===== src/rtl/result_collector_pkg.sv =====
// Shared types and helpers for the result collector: arbitration mode and the
// rotate-priority grant search used by both arbitration flavours.
package result_collector_pkg;

  typedef enum logic {
    ARB_RR    = 1'b0,
    ARB_FIXED = 1'b1
  } arb_mode_e;

  // The grant helper is sized for the largest supported channel count so one
  // function serves every instance; callers zero-extend their request vector.
  localparam int unsigned MAX_CH = 16;
  localparam int unsigned IDX_W  = 4;

  // First requester found when scanning upward from 'start', wrapping modulo
  // num_ch. Fixed priority is the same search with start = 0. Returns 0 when
  // nothing requests; callers qualify the result with their own OR-reduce.
  function automatic logic [IDX_W-1:0] rotate_grant(
    input logic [MAX_CH-1:0] req,
    input logic [IDX_W-1:0]  start,
    input int unsigned       num_ch
  );
    logic [IDX_W-1:0] sel;
    logic [IDX_W-1:0] idx;
    logic             hit;
    int unsigned      pos;
    sel = '0;
    idx = '0;
    hit = 1'b0;
    pos = 0;
    for (int unsigned k = 0; k < MAX_CH; k++) begin
      pos = (32'(start) + k) % num_ch;
      idx = pos[IDX_W-1:0];
      if (!hit && (k < num_ch) && req[idx]) begin
        sel = idx;
        hit = 1'b1;
      end
    end
    return sel;
  endfunction

endpackage


===== src/rtl/result_fifo.sv =====
// Per-channel result buffer. Pointers carry an extra wrap bit so full and
// empty are distinguishable without a separate occupancy counter.
module result_fifo #(
  parameter int unsigned DEPTH = 2,
  parameter int unsigned WIDTH = 37,
  localparam int unsigned AW   = $clog2(DEPTH)
) (
  input  logic             clk,
  input  logic             reset,
  input  logic             flush,
  input  logic             push,
  input  logic             pop,
  input  logic [WIDTH-1:0] din,
  output logic             full,
  output logic             empty,
  output logic [WIDTH-1:0] head
);

  logic [WIDTH-1:0] mem [DEPTH];
  logic [AW:0]      wr_ptr;
  logic [AW:0]      rd_ptr;
  logic             do_push;
  logic             do_pop;

  assign empty   = (wr_ptr == rd_ptr);
  assign full    = (wr_ptr[AW] != rd_ptr[AW]) && (wr_ptr[AW-1:0] == rd_ptr[AW-1:0]);
  assign head    = mem[rd_ptr[AW-1:0]];
  assign do_push = push & ~full;
  assign do_pop  = pop & ~empty;

  // Pointer update; flush empties the buffer and overrides any push/pop.
  always_ff @(posedge clk or negedge reset) begin
    if (!reset) begin
      wr_ptr <= '0;
      rd_ptr <= '0;
    end else if (flush) begin
      wr_ptr <= '0;
      rd_ptr <= '0;
    end else begin
      if (do_push) wr_ptr <= wr_ptr + 1'b1;
      if (do_pop)  rd_ptr <= rd_ptr + 1'b1;
    end
  end

  // Storage write; contents need no reset since empty masks them.
  always_ff @(posedge clk) begin
    if (do_push && !flush) mem[wr_ptr[AW-1:0]] <= din;
  end

  // The handshake upstream is expected to never offer data to a full buffer.
  a_no_push_when_full: assert property (@(posedge clk) disable iff (!reset) !(push && full));

endmodule


===== src/rtl/result_collector.sv =====
// Collects results from NUM_CH functional-unit channels, buffers each in a
// small FIFO and arbitrates one result per cycle into a registered
// write-back port.
module result_collector
  import result_collector_pkg::*;
#(
  parameter int unsigned  NUM_CH   = 8,
  parameter int unsigned  DEPTH    = 2,
  parameter int unsigned  DATA_W   = 32,
  parameter int unsigned  DEST_W   = 5,
  parameter arb_mode_e    ARB_MODE = ARB_RR,
  localparam int unsigned CH_W     = $clog2(NUM_CH),
  localparam int unsigned ENTRY_W  = DEST_W + DATA_W
) (
  input  logic                       clk,
  input  logic                       reset,
  input  logic                       flush,
  input  logic [NUM_CH-1:0]          in_valid,
  output logic [NUM_CH-1:0]          in_ready,
  input  logic [NUM_CH*DEST_W-1:0]   in_dest,
  input  logic [NUM_CH*DATA_W-1:0]   in_data,
  output logic                       wb_valid,
  input  logic                       wb_ready,
  output logic [DEST_W-1:0]          wb_dest,
  output logic [DATA_W-1:0]          wb_data,
  output logic [CH_W-1:0]            wb_ch,
  output logic                       busy
);

  logic [NUM_CH-1:0]  fifo_full;
  logic [NUM_CH-1:0]  fifo_empty;
  logic [NUM_CH-1:0]  push;
  logic [NUM_CH-1:0]  pop;
  logic [ENTRY_W-1:0] head [NUM_CH];

  logic [CH_W-1:0]    rr_ptr;
  logic [CH_W-1:0]    ptr_next;
  logic [CH_W-1:0]    grant_idx;
  logic [MAX_CH-1:0]  req;
  logic [IDX_W-1:0]   search_start;
  logic               any_req;
  logic               can_load;
  logic               grant_vld;
  logic [ENTRY_W-1:0] grant_entry;

  // in_ready comes straight from registered fullness, so a full FIFO never
  // accepts even if it is being popped in the same cycle.
  assign in_ready = ~fifo_full;

  for (genvar i = 0; i < NUM_CH; i++) begin : g_ch
    assign push[i] = in_valid[i] & ~fifo_full[i];

    result_fifo #(
      .DEPTH (DEPTH),
      .WIDTH (ENTRY_W)
    ) u_fifo (
      .clk   (clk),
      .reset (reset),
      .flush (flush),
      .push  (push[i]),
      .pop   (pop[i]),
      .din   ({in_dest[i*DEST_W +: DEST_W], in_data[i*DATA_W +: DATA_W]}),
      .full  (fifo_full[i]),
      .empty (fifo_empty[i]),
      .head  (head[i])
    );
  end

  // Arbitration: pick a non-empty FIFO whenever the output register can take
  // a new result; nothing is granted while flushing or holding.
  always_comb begin
    req          = MAX_CH'(~fifo_empty);
    search_start = (ARB_MODE == ARB_RR) ? IDX_W'(rr_ptr) : '0;
    grant_idx    = CH_W'(rotate_grant(req, search_start, NUM_CH));
    any_req      = |(~fifo_empty);
    can_load     = ~wb_valid | wb_ready;
    grant_vld    = can_load & any_req & ~flush;
    grant_entry  = head[grant_idx];
    ptr_next     = (grant_idx == CH_W'(NUM_CH - 1)) ? '0 : grant_idx + 1'b1;
  end

  // One-hot pop to the granted FIFO.
  always_comb begin
    pop = '0;
    for (int i = 0; i < NUM_CH; i++) begin
      pop[i] = grant_vld && (grant_idx == CH_W'(i));
    end
  end

  // Round-robin pointer moves past the last winner; flush restarts it at 0.
  always_ff @(posedge clk or negedge reset) begin
    if (!reset) begin
      rr_ptr <= '0;
    end else if (flush) begin
      rr_ptr <= '0;
    end else if (grant_vld) begin
      rr_ptr <= ptr_next;
    end
  end

  // Write-back register: load on grant, clear once consumed, hold otherwise.
  always_ff @(posedge clk or negedge reset) begin
    if (!reset) begin
      wb_valid <= 1'b0;
      wb_dest  <= '0;
      wb_data  <= '0;
      wb_ch    <= '0;
    end else if (flush) begin
      wb_valid <= 1'b0;
    end else if (grant_vld) begin
      wb_valid <= 1'b1;
      wb_dest  <= grant_entry[ENTRY_W-1 -: DEST_W];
      wb_data  <= grant_entry[DATA_W-1:0];
      wb_ch    <= grant_idx;
    end else if (wb_ready) begin
      wb_valid <= 1'b0;
    end
  end

  assign busy = (|(~fifo_empty)) | wb_valid;

endmodule


===== config.mk =====
export PLATFORM = sky130hd
export DESIGN_NAME = result_collector
export DESIGN_NICKNAME = d
export VERILOG_FILES = /design/src/rtl/result_collector_pkg.sv /design/src/rtl/result_fifo.sv /design/src/rtl/result_collector.sv
export SDC_FILE = /design/constraint.sdc
export NUM_CORES = 1
export LEC_CHECK = 0
export ABC_AREA = 1
export CORE_UTILIZATION = 56
export CTS_CLUSTER_SIZE = 10
export DETAILED_ROUTE_END_ITERATION = 6
export HOLD_SLACK_MARGIN = 0.15
export PLACE_DENSITY = 0.8
export SLEW_MARGIN = 5
export SYNTH_ARGS = -nofsm -noshare
export SYNTH_HDL_FRONTEND = slang
export SYNTH_SLANG_ARGS = --single-unit

===== constraint.sdc =====
create_clock -name clk -period 5.4 [get_ports clk]
set_clock_uncertainty 0.05 [all_clocks]
set_input_delay 0.54 -clock clk [delete_from_list [all_inputs] [get_ports clk]]
set_output_delay 0.54 -clock clk [all_outputs]
set_load 0.01 [all_outputs]

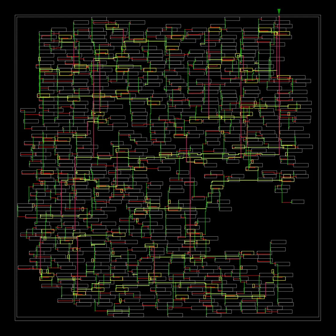
Figure 1: the clock network.
Power Clock: 4690 µW
CTS buffer count: 77
sequential cells: 668

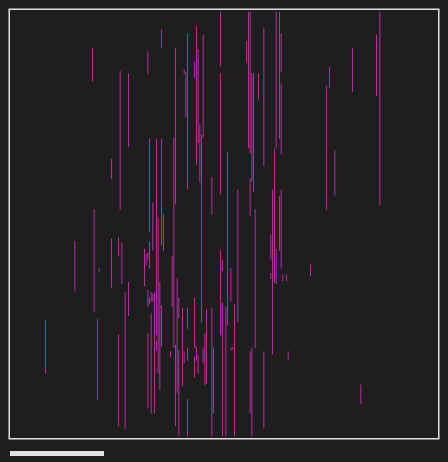
Figure 2: M4 wires.
Scale bar: 50 µm.
share of all routed wire: 4.8%
wire length on this layer: 4150 µm
nets with wire on the layer: 96
longest straight run: 112 µm
main direction: vertical

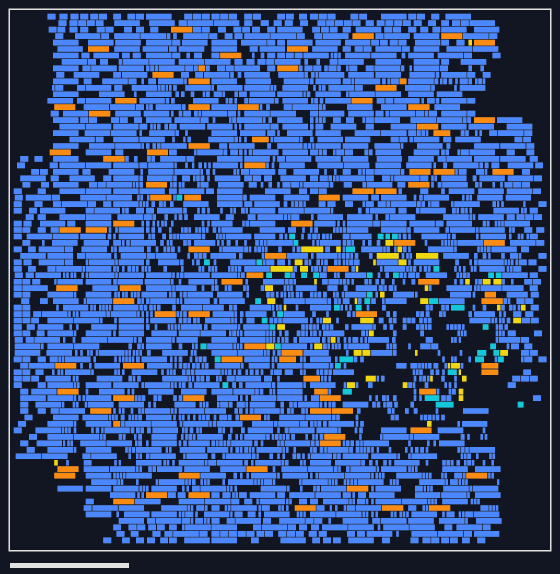
Figure 3: sizing map.
Scale bar: 50 µm.
| size | color | cells | share |
|---|---|---|---|
| x3 and x4 | cyan | 45 | 1.6% |
| x2 | yellow | 50 | 1.8% |
| x1 and smaller | blue | 2622 | 93% |
| x6 and larger | orange | 94 | 3.3% |

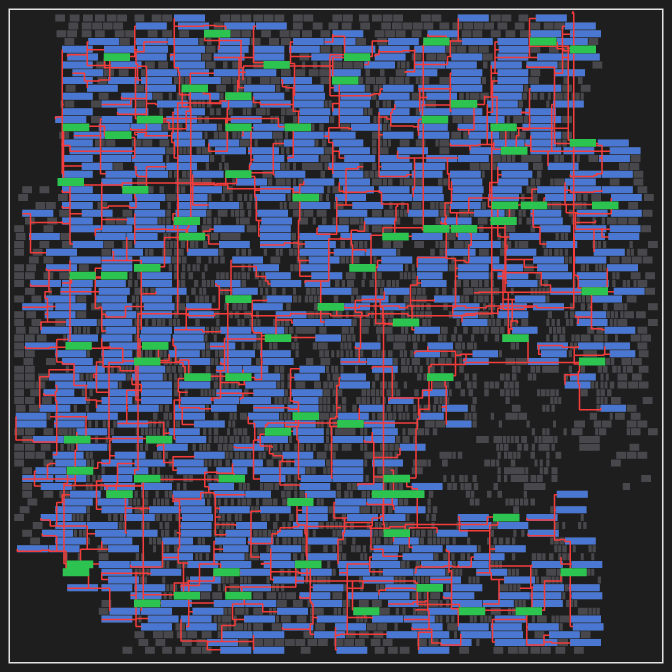
Figure 4: clock distribution.
[flip-flops] blue | count: 668
[clock-net drivers] green | count: 77
[clock wires] red | length: 7630 µm
routed clock nets: 78
flops lie: widely spread
clock power share: 0.226
Late-Pin Clk Latency: 0.62 ns

==> Slide: Implementation Results <==
Physical Implementation Snapshot

Synth
  – Yosys top cell by instances: nand2_1
  – Yosys warning total: 0
  – Yosys top cell by area: edfxtp_1
  – Fraction of the yosys area taken by sequential cells: 0.6928
  – Mapped Area: 0.02840 mm²
  – YS chip area: 0.02840 mm²
  – Ys cells: 2424
  – Top cells by count, synth: nand2_1 (823), edfxtp_1 (592), nand3_1 (455)
  – Area leader share: 0.6258
  – Main area contributors: edfxtp_1 (63%), nand2_1 (11%), nand3_1 (8.0%), dfrtp_1 (6.7%), mux2i_1 (5.2%)
  – Post-synth cell types: 44
  – Syn_nets: 2736
  – Dominant synthesized flop cell: edfxtp_1

Clocking
  – Worst-path clk slew: 0.06 ns
  – Clk buf depth: 3
  – Clock sink count: 668
  – Post-CTS Hold Buffers: 1
  – Cts repair resizes: 0

Worst setup path
  – Crit path buf inv count: 3
  – CP arrival: 5.05 ns
  – Type of origin of the critical path: flop
  – Crit path max fanout: 38
  – Crit-path cells: buf_4, nand2_1, nand2_1, nand3_1, nand3_1, nand2_1, o21ai_1, inv_1, nand3_1, nor2_1, nor2_2, nand3_2, buf_12, nand3_1, nand2_1, nand2_1, nand3_1
  – Worst setup EP type: flop

Run
  – Max cap viols: 0

Routing
  – Drt first pass iters: 6
  – DRC: 0
  – Detailed Route Iter0 Violations: 3096
  – Post-route ant nets: 0
  – Vias per inst: 6.042
  – Wirelength, routed: 87130 µm

GRT
  – Vias in the first global route: 20490
  – Overflow after GRT: 0
  – Largest net degree at the start of global routing: 149
  – All-layer global routing usage: 0.3381

Die
  – Core ar.: 0.05007 mm²
  – Row cnt: 82
  – I/O pins: 358
  – Fp_density: 0.5673
  – Die Height: 227.2 µm
  – Chip area: 0.05163 mm²

Placed design
  – DP HPWL: 59200 µm
  – I/O Buffers: 357

Power
  – Overall power: 20790 µW
  – PwrDens: 597.6 mW/mm²

Outcome
  – Status: finished, final reports clean

STA
  – Setup_tns: 0 ns
  – Fin. Hold Viols: 0
  – Fin. max-slew vios: 0
  – Max frequency: 217.1 MHz
  – Hold_ws: 0.4450 ns
  – Final setup viols: 0
  – Worst Max-Slew Pin Slew: 1.206 ns
  – RSZ-0062 raised after global routing: no

Finish
  – Syn-to-layout area delta: 22.49%
  – Non-Filler Instances: 3494
  – Share of layout cells above drive strength 1: 0.06724

Worst hold path
  – Hold Crit Class: in2reg
-- layout make-up --
class	instances	area, µm²
Tap cell	672	840.8
Antenna cell	11	27.53
Inverter	58	225.2
Clock buffer	118	2155
Multi-Input combinational cell	1563	7826
Sequential cell	668	19680
Timing Repair Buffer	398	3981
Fill cell	3497	15280
Clock inverter	6	52.55
-- state kept, by name (all words and copies together), names as in the netlist --
name and count:
g_ch.u_fifo.mem 592, wb_data 32, g_ch.u_fifo.rd_ptr 16, g_ch.u_fifo.wr_ptr 16, wb_dest 5, rr_ptr 3, wb_ch 3, wb_valid 1
-- cells by family after synthesis --
| group | count (synthesis) | share of synthesized area |
|---|---|---|
| xor gates and xnor gates | 10 | 0.003348 |
| DFF | 668 | 0.6928 |
| muxes | 148 | 0.05215 |
| AOI/OAI and AO/OA | 51 | 0.01026 |
| buffers and inverters | 193 | 0.03449 |
| and+or+nand+nor | 1350 | 0.2052 |
| adders and majority gates | 4 | 0.001762 |
-- placed cells by master, fill, tap and decap left out, drive strengths merged --
cell type / netlist / routed
nor2: 28 / 28
diode: 0 / 11
nor3: 16 / 16
nand3b: 2 / 2
dfrtp: 76 / 76
o21a: 1 / 1
ha: 4 / 4
inv: 54 / 57
o21ai: 28 / 28
or2: 1 / 1
nand4: 9 / 9
o21bai: 2 / 2
buf: 86 / 41
clkdlybuf4s50: 0 / 356
clkinv: 4 / 7
nand2: 835 / 835
dlygate4sd3: 0 / 1
xnor2: 2 / 2
edfxtp: 592 / 592
nor4: 1 / 1
xor2: 8 / 8
o22ai: 2 / 2
mux2i: 148 / 148
clkbuf: 49 / 118
a21oi: 18 / 18
nand3: 458 / 458
-- final timing paths --
kind	startpoint	to	slack, ns	cells after the start
min reg2reg	wb_data[14]$_DFFE_PN0P_	wb_data[14]$_DFFE_PN0P_	0.45	2
max reg2reg	g_ch[3].u_fifo.rd_ptr[0]$_DFFE_PN0P_	wb_data[27]$_DFFE_PN0P_	0.79	17
max	g_ch[3].u_fifo.rd_ptr[0]$_DFFE_PN0P_	wb_data[27]$_DFFE_PN0P_	0.79	17
max in group asynchronous	reset	g_ch[3].u_fifo.rd_ptr[0]$_DFFE_PN0P_	3.92	2
min in group asynchronous	reset	g_ch[5].u_fifo.wr_ptr[0]$_DFFE_PN0P_	0.60	2
min	in_data[182]	g_ch[5].u_fifo.mem[0][22]$_DFFE_PP_	0.45	1
-- stage by stage --
step / area (µm²) / util
2_1_floorplan: 28400 / -
3_3_place_gp: 32550 / 0.6501
3_5_place_dp: 32550 / 0.6501
4_1_cts: 34760 / 0.6943
5_1_grt: 34790 / 0.6948
6_report: 34790 / 0.6949
-- where the power goes --
group / leakage, µW / internal (µW) / total, µW / switching (µW)
Combinational: 0.00561 / 2680 / 9680 / 7000
Sequential: 0.00640 / 6110 / 6420 / 313
Clock: 0.00107 / 2730 / 4690 / 1960
-- layer usage --
layer,GRT usage,vias to the layer above,routed length (µm)
li1,-,9167,-
met1,0.4643,10080,32330
met2,0.5159,1619,39870
met3,0.07215,249,10780
met4,0.1656,0,4150
met5,0,-,0
Power is estimated from default activity; no workload was simulated.
